===== config.mk =====
export PLATFORM = sky130hd
export DESIGN_NAME = window_apb_loader_flat
export DESIGN_NICKNAME = d
export VERILOG_FILES = /design/src/rtl/window_apb_loader_if.sv /design/src/rtl/window_apb_loader.sv /design/src/flat_wrapper.sv
export SDC_FILE = /design/constraint.sdc
export NUM_CORES = 1
export LEC_CHECK = 0
export CAP_MARGIN = 20
export CORE_ASPECT_RATIO = 1.2
export CORE_MARGIN = 3
export CORE_UTILIZATION = 50
export CTS_BUF_LIST = sky130_fd_sc_hd__clkbuf_2
export CTS_CLUSTER_DIAMETER = 120
export DETAILED_ROUTE_END_ITERATION = 6
export GPL_ROUTABILITY_DRIVEN = 0
export PLACE_DENSITY = 0.81
export SLEW_MARGIN = 20
export SYNTH_ARGS = -nofsm -noshare
export SYNTH_HDL_FRONTEND = slang
export SYNTH_SLANG_ARGS = --single-unit
export TNS_END_PERCENT = 1

===== constraint.sdc =====
create_clock -name clk -period 4.69 [get_ports clk]
set_input_delay 0.938 -clock clk [delete_from_list [all_inputs] [get_ports clk]]
set_output_delay 0.938 -clock clk [all_outputs]
set_load 0.01 [all_outputs]

===== src/rtl/window_apb_loader_if.sv =====
`default_nettype none
// ============================================================================
// Module   : window_apb_loader_if
// Brief    : APB bus bundle between the window loader (master) and window_func.
// Revision : 1.0
// ============================================================================
interface window_apb_loader_if #(
    parameter int APB_AW = 16
) ();
    logic              psel;
    logic              penable;
    logic              pwrite;
    logic [APB_AW-1:0] paddr;
    logic [31:0]       pwdata;
    logic [31:0]       prdata;

    modport master (output psel, penable, pwrite, paddr, pwdata, input prdata);
    modport slave  (input psel, penable, pwrite, paddr, pwdata, output prdata);
endinterface
`default_nettype wire


===== src/rtl/window_apb_loader.sv =====
`default_nettype none
// ============================================================================
// Module   : window_apb_loader
// Brief    : Streams window coefficients from AXIS into window_func over APB,
//            sets packet mode and arms the block.
// Revision : 1.0
// ============================================================================
module window_apb_loader #(
    parameter int FFT_SIZE = 8192,
    parameter int APB_AW   = $clog2(FFT_SIZE-1)+2+1,
    parameter bit ONE_PACK = 1'b0
) (
    input  logic        clk,
    input  logic        rst,
    input  logic        start,
    input  logic        abort,
    output logic        busy,
    output logic        done,
    output logic [1:0]  err_code,
    input  logic        in_tvalid,
    output logic        in_tready,
    input  logic        in_tlast,
    input  logic [31:0] in_tdata,
    window_apb_loader_if.master apb
);
    localparam int CW = $clog2(FFT_SIZE);
    localparam logic [APB_AW-1:0] c_ctrl1_addr = APB_AW'(FFT_SIZE*4);
    localparam logic [APB_AW-1:0] c_ctrl2_addr = APB_AW'((FFT_SIZE+1)*4);
    localparam logic [CW-1:0]     c_last       = CW'(FFT_SIZE-1);

    localparam logic [1:0] c_err_ok    = 2'd0;
    localparam logic [1:0] c_err_len   = 2'd1;
    localparam logic [1:0] c_err_state = 2'd2;
    localparam logic [1:0] c_err_abort = 2'd3;

    localparam logic [3:0] S_IDLE = 4'd0;
    localparam logic [3:0] S_RST  = 4'd1;
    localparam logic [3:0] S_MODE = 4'd2;
    localparam logic [3:0] S_LOAD = 4'd3;
    localparam logic [3:0] S_CHK  = 4'd4;
    localparam logic [3:0] S_GO   = 4'd5;
    localparam logic [3:0] S_VFY  = 4'd6;
    localparam logic [3:0] S_ABT  = 4'd7;
    localparam logic [3:0] S_DONE = 4'd8;

    logic [3:0]        r_state, w_next;
    logic              r_psel, r_penable, r_pwrite;
    logic [APB_AW-1:0] r_paddr;
    logic [31:0]       r_pwdata;
    logic [31:0]       r_ctrl1;
    logic [CW-1:0]     r_count;
    logic              r_load_end, r_len_err, r_abort_pend;
    logic [1:0]        r_err;

    logic              w_xfer_done, w_in_seq, w_abort_req, w_last_beat, w_accept;
    logic              w_launch, w_lwr;
    logic [APB_AW-1:0] w_laddr;
    logic [31:0]       w_ldata;
    logic              w_err_set;
    logic [1:0]        w_err_val;
    logic [1:0]        w_rb_state;
    logic              w_unused_rd;

    assign w_xfer_done = r_psel & r_penable;
    assign w_in_seq    = (r_state == S_RST) || (r_state == S_MODE) || (r_state == S_LOAD) ||
                         (r_state == S_CHK) || (r_state == S_GO)   || (r_state == S_VFY);
    assign w_abort_req = w_in_seq & (abort | r_abort_pend);
    assign w_last_beat = (r_count == c_last);
    assign w_rb_state  = apb.prdata[9:8];
    assign w_unused_rd = ^{apb.prdata[31:10], apb.prdata[7:0]};

    always_ff @(posedge clk) begin
        if (rst) r_state <= S_IDLE;
        else     r_state <= w_next;
    end

    // Abort only diverts the sequence at a transfer boundary, never mid-ACCESS.
    always_comb begin
        w_next    = r_state;
        w_err_set = 1'b0;
        w_err_val = c_err_ok;
        if (w_abort_req && (!r_psel || w_xfer_done)) begin
            w_next = S_ABT;
        end else begin
            case (r_state)
                S_IDLE: if (start) w_next = S_RST;
                S_RST:  if (w_xfer_done) w_next = S_MODE;
                S_MODE: if (w_xfer_done) w_next = S_LOAD;
                S_LOAD: if (w_xfer_done && r_load_end) begin
                    if (r_len_err) begin
                        w_next    = S_DONE;
                        w_err_set = 1'b1;
                        w_err_val = c_err_len;
                    end else begin
                        w_next = S_CHK;
                    end
                end
                S_CHK:  if (w_xfer_done) begin
                    if (w_rb_state == 2'b00) begin
                        w_next = S_GO;
                    end else begin
                        w_next    = S_DONE;
                        w_err_set = 1'b1;
                        w_err_val = c_err_state;
                    end
                end
                S_GO:   if (w_xfer_done) w_next = S_VFY;
                S_VFY:  if (w_xfer_done) begin
                    w_next = S_DONE;
                    if (w_rb_state != 2'b01) begin
                        w_err_set = 1'b1;
                        w_err_val = c_err_state;
                    end
                end
                S_ABT:  if (w_xfer_done) begin
                    w_next    = S_DONE;
                    w_err_set = 1'b1;
                    w_err_val = c_err_abort;
                end
                S_DONE: w_next = S_IDLE;
                default: w_next = S_IDLE;
            endcase
        end
    end

    always_comb begin
        busy      = (r_state != S_IDLE);
        done      = (r_state == S_DONE);
        // Ready during ACCESS lets the next SETUP follow immediately (2 cycles/coeff).
        in_tready = (r_state == S_LOAD) & ~r_load_end & (~r_psel | r_penable) & ~w_abort_req;
        w_accept  = in_tready & in_tvalid;
        w_launch  = 1'b0;
        w_lwr     = 1'b1;
        w_laddr   = '0;
        w_ldata   = '0;
        case (r_state)
            S_RST, S_ABT: begin
                w_launch = ~r_psel & ~w_abort_req;
                w_laddr  = c_ctrl1_addr;
                w_ldata  = r_ctrl1 ^ 32'h0000_0001;
            end
            S_GO: begin
                w_launch = ~r_psel & ~w_abort_req;
                w_laddr  = c_ctrl1_addr;
                w_ldata  = r_ctrl1 ^ 32'h0000_0100;
            end
            S_MODE: begin
                w_launch = ~r_psel & ~w_abort_req;
                w_laddr  = c_ctrl2_addr;
                w_ldata  = {31'b0, ONE_PACK};
            end
            S_CHK, S_VFY: begin
                w_launch = ~r_psel & ~w_abort_req;
                w_lwr    = 1'b0;
                w_laddr  = c_ctrl2_addr;
            end
            S_LOAD: begin
                w_launch = w_accept;
                w_laddr  = APB_AW'({r_count, 2'b00});
                w_ldata  = in_tdata;
            end
            default: ;
        endcase
    end

    always_ff @(posedge clk) begin
        if (rst) begin
            r_psel       <= 1'b0;
            r_penable    <= 1'b0;
            r_pwrite     <= 1'b0;
            r_paddr      <= '0;
            r_pwdata     <= '0;
            r_ctrl1      <= '0;
            r_count      <= '0;
            r_load_end   <= 1'b0;
            r_len_err    <= 1'b0;
            r_abort_pend <= 1'b0;
            r_err        <= c_err_ok;
        end else begin
            if (w_launch) begin
                r_psel    <= 1'b1;
                r_penable <= 1'b0;
                r_pwrite  <= w_lwr;
                r_paddr   <= w_laddr;
                r_pwdata  <= w_ldata;
            end else if (r_psel && !r_penable) begin
                r_penable <= 1'b1;
            end else if (w_xfer_done) begin
                r_psel    <= 1'b0;
                r_penable <= 1'b0;
            end

            if (w_launch && (r_state == S_RST || r_state == S_GO || r_state == S_ABT))
                r_ctrl1 <= w_ldata;

            if (r_state == S_IDLE && start) begin
                r_err      <= c_err_ok;
                r_count    <= '0;
                r_load_end <= 1'b0;
                r_len_err  <= 1'b0;
            end else if (w_err_set) begin
                r_err <= w_err_val;
            end

            // Final or mis-flagged beat is still written, but closes the stream.
            if (w_accept) begin
                if (w_last_beat || in_tlast) begin
                    r_load_end <= 1'b1;
                    r_len_err  <= (in_tlast != w_last_beat);
                end else begin
                    r_count <= r_count + CW'(1);
                end
            end

            if (!w_in_seq)  r_abort_pend <= 1'b0;
            else if (abort) r_abort_pend <= 1'b1;
        end
    end

    assign err_code    = r_err;
    assign apb.psel    = r_psel;
    assign apb.penable = r_penable;
    assign apb.pwrite  = r_pwrite;
    assign apb.paddr   = r_paddr;
    assign apb.pwdata  = r_pwdata;
endmodule
`default_nettype wire


===== src/flat_wrapper.sv =====
// flat-port wrapper written by rule: the top's interface ports become plain ports
module window_apb_loader_flat 
#(
    parameter int FFT_SIZE = 8192,
    parameter int APB_AW   = $clog2(FFT_SIZE-1)+2+1,
    parameter bit ONE_PACK = 1'b0
)
  (clk, rst, start, abort, busy, done, err_code, in_tvalid, in_tready, in_tlast, in_tdata, apb_psel, apb_penable, apb_pwrite, apb_paddr, apb_pwdata, apb_prdata);
  window_apb_loader_if #(.APB_AW(APB_AW)) apb_i ();
  input  logic clk;
  input  logic rst;
  input  logic start;
  input  logic abort;
  output logic busy;
  output logic done;
  output logic [1:0] err_code;
  input  logic in_tvalid;
  output logic in_tready;
  input  logic in_tlast;
  input  logic [31:0] in_tdata;
  output wire logic [$bits(apb_i.psel)-1:0] apb_psel;
  output wire logic [$bits(apb_i.penable)-1:0] apb_penable;
  output wire logic [$bits(apb_i.pwrite)-1:0] apb_pwrite;
  output wire logic [$bits(apb_i.paddr)-1:0] apb_paddr;
  output wire logic [$bits(apb_i.pwdata)-1:0] apb_pwdata;
  input wire logic [$bits(apb_i.prdata)-1:0] apb_prdata;
  assign apb_psel = apb_i.psel;
  assign apb_penable = apb_i.penable;
  assign apb_pwrite = apb_i.pwrite;
  assign apb_paddr = apb_i.paddr;
  assign apb_pwdata = apb_i.pwdata;
  assign apb_i.prdata = apb_prdata;
  window_apb_loader #(.FFT_SIZE(FFT_SIZE), .APB_AW(APB_AW), .ONE_PACK(ONE_PACK)) u_core (.clk(clk), .rst(rst), .start(start), .abort(abort), .busy(busy), .done(done), .err_code(err_code), .in_tvalid(in_tvalid), .in_tready(in_tready), .in_tlast(in_tlast), .in_tdata(in_tdata), .apb(apb_i));
endmodule

### Wiring heat map, run 1

Bar = 20 um. 19 x 23 tiles, from black (low) to pale yellow (high), scaled to the fullest tile. Values are wire area over tile area, all layers added.
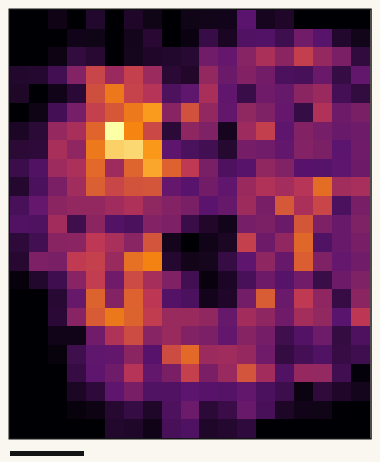
emptiest ninth of the die: bottom left
nearly empty tiles: 12%
fullest tile: 0.59
mean over tiles: 0.16
tiles over half the peak: 13%

### Close-up of the layout, run 1

Bar = 20 um. Window x 0 to 50, y 4 to 54 um. Cells in gray, sequential cells in the stronger gray; small squares are vias.
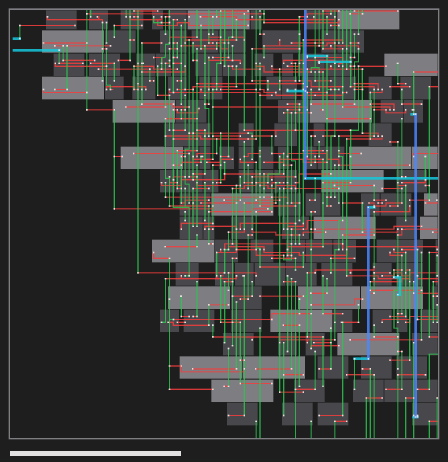
legend:
  cyan:
    layer: met3
  red:
    layer: met1
  green:
    layer: met2
  blue:
    layer: met4
netlist names of flops here include: u_core.apb.paddr (10), u_core.r_count (9)
cells with their middle in the window: 134
sequential cells in the window: 21
most frequent: dfxtp_1 (21), clkdlybuf4s50_1 (15)

### Cell placement, run 1

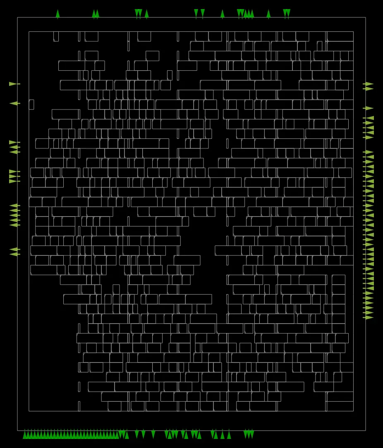
Core Rows: 39
fill cell instance count of the final layout: 816
Well Taps: 123

==> results.txt, run 1 <==
Here are the numbers from the latest Yosys + OpenROAD run.

The number of gates resized after CTS was 0. The final layout report lists a non-clock buffer count of a little under 100. The pin closest to its max-slew limit shows a slew of slightly above 1 ns. The least setup slack across all paths after layout is 1.13 ns.

The total clock sinks came out at 103. The number of iterations in the first detailed-routing pass is 5. The number of distinct standard cells referenced by the synthesized netlist came out at 60.

Clock cells make up between 1.5 and 2% of the layout cell area. The top logic cell by instance count in the layout is dfxtp_1. Yosys reports that the most numerous cell types are dfxtp_1, nor2b_1, nor2_1. The via count of the first global-routing pass came out at 3888. The count of clock-net buffers in the final layout came out at 10. The core outline area came out at around 0.0096 mm2.

Wires add up to ~11 mm. The final design area excluding fillers is about 0.0060 mm2. The total die size is about 0.011 mm2. The leakage power in the latest report is approximately 2.1 nW. The count of max-cap constraint violations came out at 0. The largest cell class by area is multi-input combinational cells. The critical-path maximum fanout is 23. The count of state elements after synthesis came out at around 100. The number of hold-slack violations in the final timing report came out at 0. The worst-case vdd ir drop is between 0.0003 and 0.0004 V. Across every metal layer, demand over resource in global routing totals between 20% and 30%. The worst setup path is captured at an output pin.

The final timing report lists clock skew as roughly 0.035 ns. On the final layout, the worst hold slack is 0.490 ns. The root buffer selected by CTS is clkbuf_2. The total power per unit cell area is 394 mW/mm2. The remaining global-route overflow is 0. The first-pass GRT wire length came out at between 15 and 20 mm. In the routed layout, each cell is associated on average with a via count of between 5 and 6. The final layout net count is 662. The sort of element at the start of the critical path is a flip-flop. The cell type with the highest aggregate area in the netlist is dfxtp_1.

Per STA, the endpoint of the critical path is in_tready. Excluding fillers, the count of instances in the completed layout stands at just over 700. Among all flip-flop cells after synthesis, the most frequent one is dfxtp_1. The number of standard cells reported by yosys is around 530. The clock passes through at most 2 buffers.

The post-route netlist has 10.6% of its cells at a drive strength greater than 1. The cell total after placement is between 700 and 800. Detailed-route iteration 0 reported a violation count of between 100 and 150.

The summed standard-cell area reported by yosys came out at 0.00500 mm2. The critical hold path startpoint is u_core.r_ctrl1[23]. The total DRC errors in the routed layout came out at 0. The maximum frequency from static timing analysis came out at 281 MHz. The number of hold buffers added after CTS is 0. The antenna cell count came out at 0. The depth of the most critical reg-to-reg path is 5. The tally of nets with antenna violations remaining after routing came out at 0. The design draws 2.36 mW. The finished layout reports a core utilization of 62.2%. The classification of the worst-slack hold path is reg -> reg. In the floorplan report the effective utilization is 52.0%. The worst-case max-slew headroom was logged as a little under a third. The timing report gives the clock slew at the launch and capture registers of the worst setup and hold paths as ~0.27 ns. For reference, the final report shows the max-slew violation count at 0. Between the synthesized netlist and the finished layout, the area growth was recorded as 19.8%. The cell with the most instances after synthesis is dfxtp_1. The initial antenna violation count came out at 0.

The number of buffers created by CTS came out at 9. The run finished with clean final reports. The summed negative setup slack over all endpoints came out at 0 ns. The clock latency at the later pin of the worst-skew pair came out at between 0.5 and 0.6 ns.

The H-tree was split into 3 levels. Per the detailed placement report, the placed cell area equals 0.00587 mm2. The part of the cycle the worst path needs is around three quarters. Summing every instance area after synthesis gives 0.00500 mm2.

The required time at the worst endpoint is listed as 3.75 ns. The number of primary I/O pins is about 130. Data on the critical path arrives at its endpoint at about 2.6 ns. The number of logic gates came out at about 370. The sequential cells in the finished layout cover a total of ~0.0021 mm2. The design has just over 100 sequential cells.

Per the layout area report, the combinational gate area comes to between 0.002 and 0.003 mm2. For this sky-water flow run, the detailed-routed wirelength per cell is reported as approximately 16 um. Along the worst hold path, the cell count comes to 1.

TritonCTS built the clock tree. For hold timing, the worst endpoint is u_core.r_ctrl1[23]. Entering global routing, the biggest net connects ~100 pins. The slack of the worst reg-to-reg path came out at around 1.6 ns. The instance tally after logic synthesis is approximately 530. The non-clock inverter instance count of the final layout is 7. Sequential cells make up between 30 and 40% of the cell area. The share of async-settable or async-resettable flops after synthesis is 0%. The width of the die came out at around 100 um. The placed wire-length estimate after detailed placement is roughly 7.4 mm. The critical path is of the reg -> out type. The origin of the critical flop-to-flop path is u_core.r_state[1].

The fraction of post-synthesis cell area in the top cell type by area is between 40% and 50%. After synthesis, the mean cell area works out to 9.44 um2. The height of the die is 116 um. The number of buffers added for setup after CTS is 0.

The logic share of the area came out at between 40 and 50%. The main area contributors are dfxtp_1, nor2b_1, mux2_4. The clock period could shrink to 3.56 ns.

The total number of yosys warnings is 0. Per the cell usage report, the commonest logic cells after layout are dfxtp_1, clkdlybuf4s50_1, nor2b_1. The routed via count is 4127. For this run, the register share of the synthesized area comes to 41.3%. Setup repair after global routing left no endpoint under its margin. The number of warnings the tools reported came out at a little under 60. Of all the cell area in the finished design, non-clock buffers hold about 16%. The final count of negative-setup-slack endpoints came out at 0. The endpoint identified for the worst register-to-register timing path is u_core.apb.pwdata[30]. The number of enable flip-flop cells came out at 0.

Buffers placed on the I/O ports in this run total between 90 and 100. The post-placement setup slack is ~1.2 ns. The origin of the worst setup path is u_core.r_state[1].
==> run 1: critical path, stage by stage (launching register included) <==
cell             delay (ns)
dfxtp_1                0.92
and4bb_1               0.32
and4b_1                0.27
clkdlybuf4s50_1        0.56
==> run 1: power by group <==
part,internal (mW),switching [mW]
logic,0.419,0.525
registers,0.925,0.102
clock network,0.0807,0.309
total,1.42,0.935
==> run 1: metal layers <==
metal,track usage [%],part of all wire [%]
met5,0,0
met4,5.63,1.4
met3,4.27,5.0
met2,32.7,47
met1,27.6,46
==> run 1: cells by family after synthesis <==
logic type	Yosys count	synth area share, %
DFF	103	41.3
buffers and inverters	56	5.51
other	1	0.0751
and+or+nand+nor	219	24.8
muxes	52	13.2
xor gates and xnor gates	5	0.876
AOI/OAI and AO/OA	91	13.7
adders and majority gates	2	0.501
==> inputs of run 2 (changes only) <==
--- a/config.mk
+++ b/config.mk
@@ -8,12 +8,12 @@
 export CAP_MARGIN = 20
 export CORE_ASPECT_RATIO = 1.2
 export CORE_MARGIN = 3
-export CORE_UTILIZATION = 50
+export CORE_UTILIZATION = 46
 export CTS_BUF_LIST = sky130_fd_sc_hd__clkbuf_2
 export CTS_CLUSTER_DIAMETER = 120
 export DETAILED_ROUTE_END_ITERATION = 6
 export GPL_ROUTABILITY_DRIVEN = 0
-export PLACE_DENSITY = 0.81
+export PLACE_DENSITY = 0.79
 export SLEW_MARGIN = 20
 export SYNTH_ARGS = -nofsm -noshare
 export SYNTH_HDL_FRONTEND = slang
==> constraint.sdc (replaced) <==
create_clock -name clk -period 3.1 [get_ports clk]
set_input_delay 0.62 -clock clk [delete_from_list [all_inputs] [get_ports clk]]
set_output_delay 0.62 -clock clk [all_outputs]
set_load 0.01 [all_outputs]
### Register map, names as in the netlist, run 2

Other sequential cells in the stronger gray, the rest of the logic in the fainter gray.
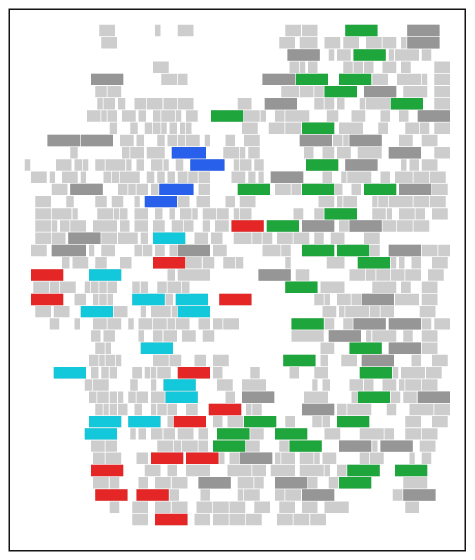
legend:
  cyan:
    netlist_name: u_core.r_count
    flops: 13
  red:
    netlist_name: u_core.apb.paddr
    flops: 14
  green:
    netlist_name: u_core.r_ctrl1
    flops: 32
  blue:
    netlist_name: u_core.r_state
    flops: 4
not colored: 40

==> run 2 against run 1 <==
Net effect:
- global-route usage is 1.0 points lower
- first-iteration DRC count increased by 45%
- sequential share of layout area down 0.39 points
- cell area is 1.4% higher
- power grew 54%
- clock skew decreased by 0.0048 ns
==> results.txt, run 2 <==
Here are the numbers from the latest Yosys + OpenROAD run.

The flow ran to the end, and the final reports show no timing, DRC or antenna violations. The xor and xnor fraction of the mapped netlist area is 0.877%. The simple-gate share of the synthesized area is between 20% and 30%. CTS built an H-tree with a depth of 3.

The power after layout is approximately 3.6 mW. The number of logic gates came out at between 300 and 400. The power report lists the clock group at about 570 uW. The time the final worst path needs with I/O delays and setup came out at just under 3 ns. For the worst setup path, the data required time is between 2 and 2.5 ns. The clock network area share is between 1.5 and 2%. Once placement finished, the instance area stood at 0.00596 mm2.

The number of buffers between clock root and the deepest sink came out at 2. The floorplan core density came out at a little under half. The adder and majority cell fraction of the synthesized area came out at less than 1%. The number of buffers added for setup after CTS is 0. The least setup slack across all paths after layout is 0.180 ns.

The via count of the first global-routing pass came out at roughly 4.1k. The cell with the largest stage delay on the worst path is dfxtp_2. The summed negative setup slack over all endpoints came out at 0 ns. The finished layout reports a core utilization of a little under three fifths. Per the synth stats, the proportion of register bits with asynchronous set or reset is 0%. The number of distinct standard cells referenced by the synthesized netlist is 60.

The sequential cell area fraction in the yosys report is between 40% and 50%. The number of buffer and inverter instances along the worst setup path came out at 1. Per the OpenROAD floorplan log, the area of the die is roughly 0.012 mm2. The floorplan has a little over 40 rows.

The overall fraction of global-route tracks in use came out at 19.2%. The category of the worst setup path capture point is an output pin. The clock latency at the later pin of the worst-skew pair came out at 0.59 ns. The tally of nets with antenna violations remaining after routing came out at 0. Per the GRT congestion report, total overflow comes to 0. Among all cell classes, the greatest summed area belongs to multi-input combinational cells. According to the timing report, the critical path is launched from u_core.r_state[1]. The final design area excluding fillers came out at around 0.006 mm2. For reference, compound AND-OR and OR-AND cells occupy a little over an eighth of the area reported after synthesis. Input and output buffers added on the ports amount to about 93. Counting the fill cells in the layout gives roughly 960. For reference, the critical path cell chain is and4bb_2 > and4b_1 > clkdlybuf4s50_1. The normalized max-slew margin is 38.3%.

The net switching power figure is around 1.4 mW. The final setup skew came out at 0.0297 ns. The total power per unit cell area is between 500 and 600 mW/mm2. In this run the cell area of the synthesized design comes to between 0.004 and 0.005 mm2. The part of the cycle the worst path needs came out at 94.2%. The number of buffers created by CTS is 9. The area taken by flip-flops and latches is 0.00207 mm2. Measured along the y axis, the die boundary spans about 120 um. The synthesis run identifies the leading combinational cell family as simple AND/OR/NAND/NOR gates.

The total area of multi-input combinational cells is ~0.0027 mm2. The final count of negative-setup-slack endpoints is 0. Yosys reported a register bit count of around 100.

The main area contributors are dfxtp_1, nor2b_1, mux2_4. Detailed routing inserted a total of a little over 4k vias. Once placement completed, the tool counted placed cells totaling about 720.

The most common logic cells in the final layout are dfxtp_1, clkdlybuf4s50_1, nor2b_1. The critical path is of the reg -> out type. For this run the top cell type by instance count after synthesis was dfxtp_1.

The placed wire-length estimate after detailed placement came out at 7.76 mm. Multi-input gates account for between 40 and 50% of the area. The register fraction of the total cell area came out at roughly a third. For the sequential group, total power comes out at between 1.5 and 2 mW. TritonCTS built the clock tree.

The worst-case vdd ir drop came out at about 0.00046 V. At the end of the flow, the number of nets in the layout was roughly 670.
### Close-up of the layout, run 2

Bar = 20 um. Window x 0 to 50, y 5 to 55 um. Cells in gray, sequential cells in the stronger gray; small squares are vias.
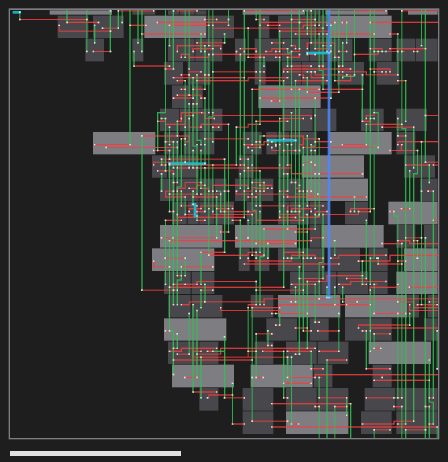

## run 2: kinds of logic after synthesis
logic type | count (synthesis)
xor+xnor | 5
flops | 103
fa+ha+maj | 2
compound gates | 91
buf+inv | 56
other cells | 1
mux | 52
simple gates | 219
## run 2: path summary, 6_finish.rpt
path / depth (start not counted) / endpoint / slack (ns)
setup / recovery: 3 / in_tready / 0.18
hold / removal: 1 / u_core.r_ctrl1[24] / 0.49
setup reg to reg: 9 / u_core.r_count[12] / 0.36
hold reg to reg: 1 / u_core.r_ctrl1[24] / 0.49
## run 2: metal layers
layer / vias to the layer above / routed length, um / GRT usage (%)
met3: 11 / 522 / 2.62
li1: 2023 / - / -
met4: 0 / 162 / 6.98
met2: 116 / 5590 / 31.0
met5: - / 0 / 0
met1: 1984 / 5390 / 26.1
Power figures rest on the tool's default switching activity, not on a simulated workload.
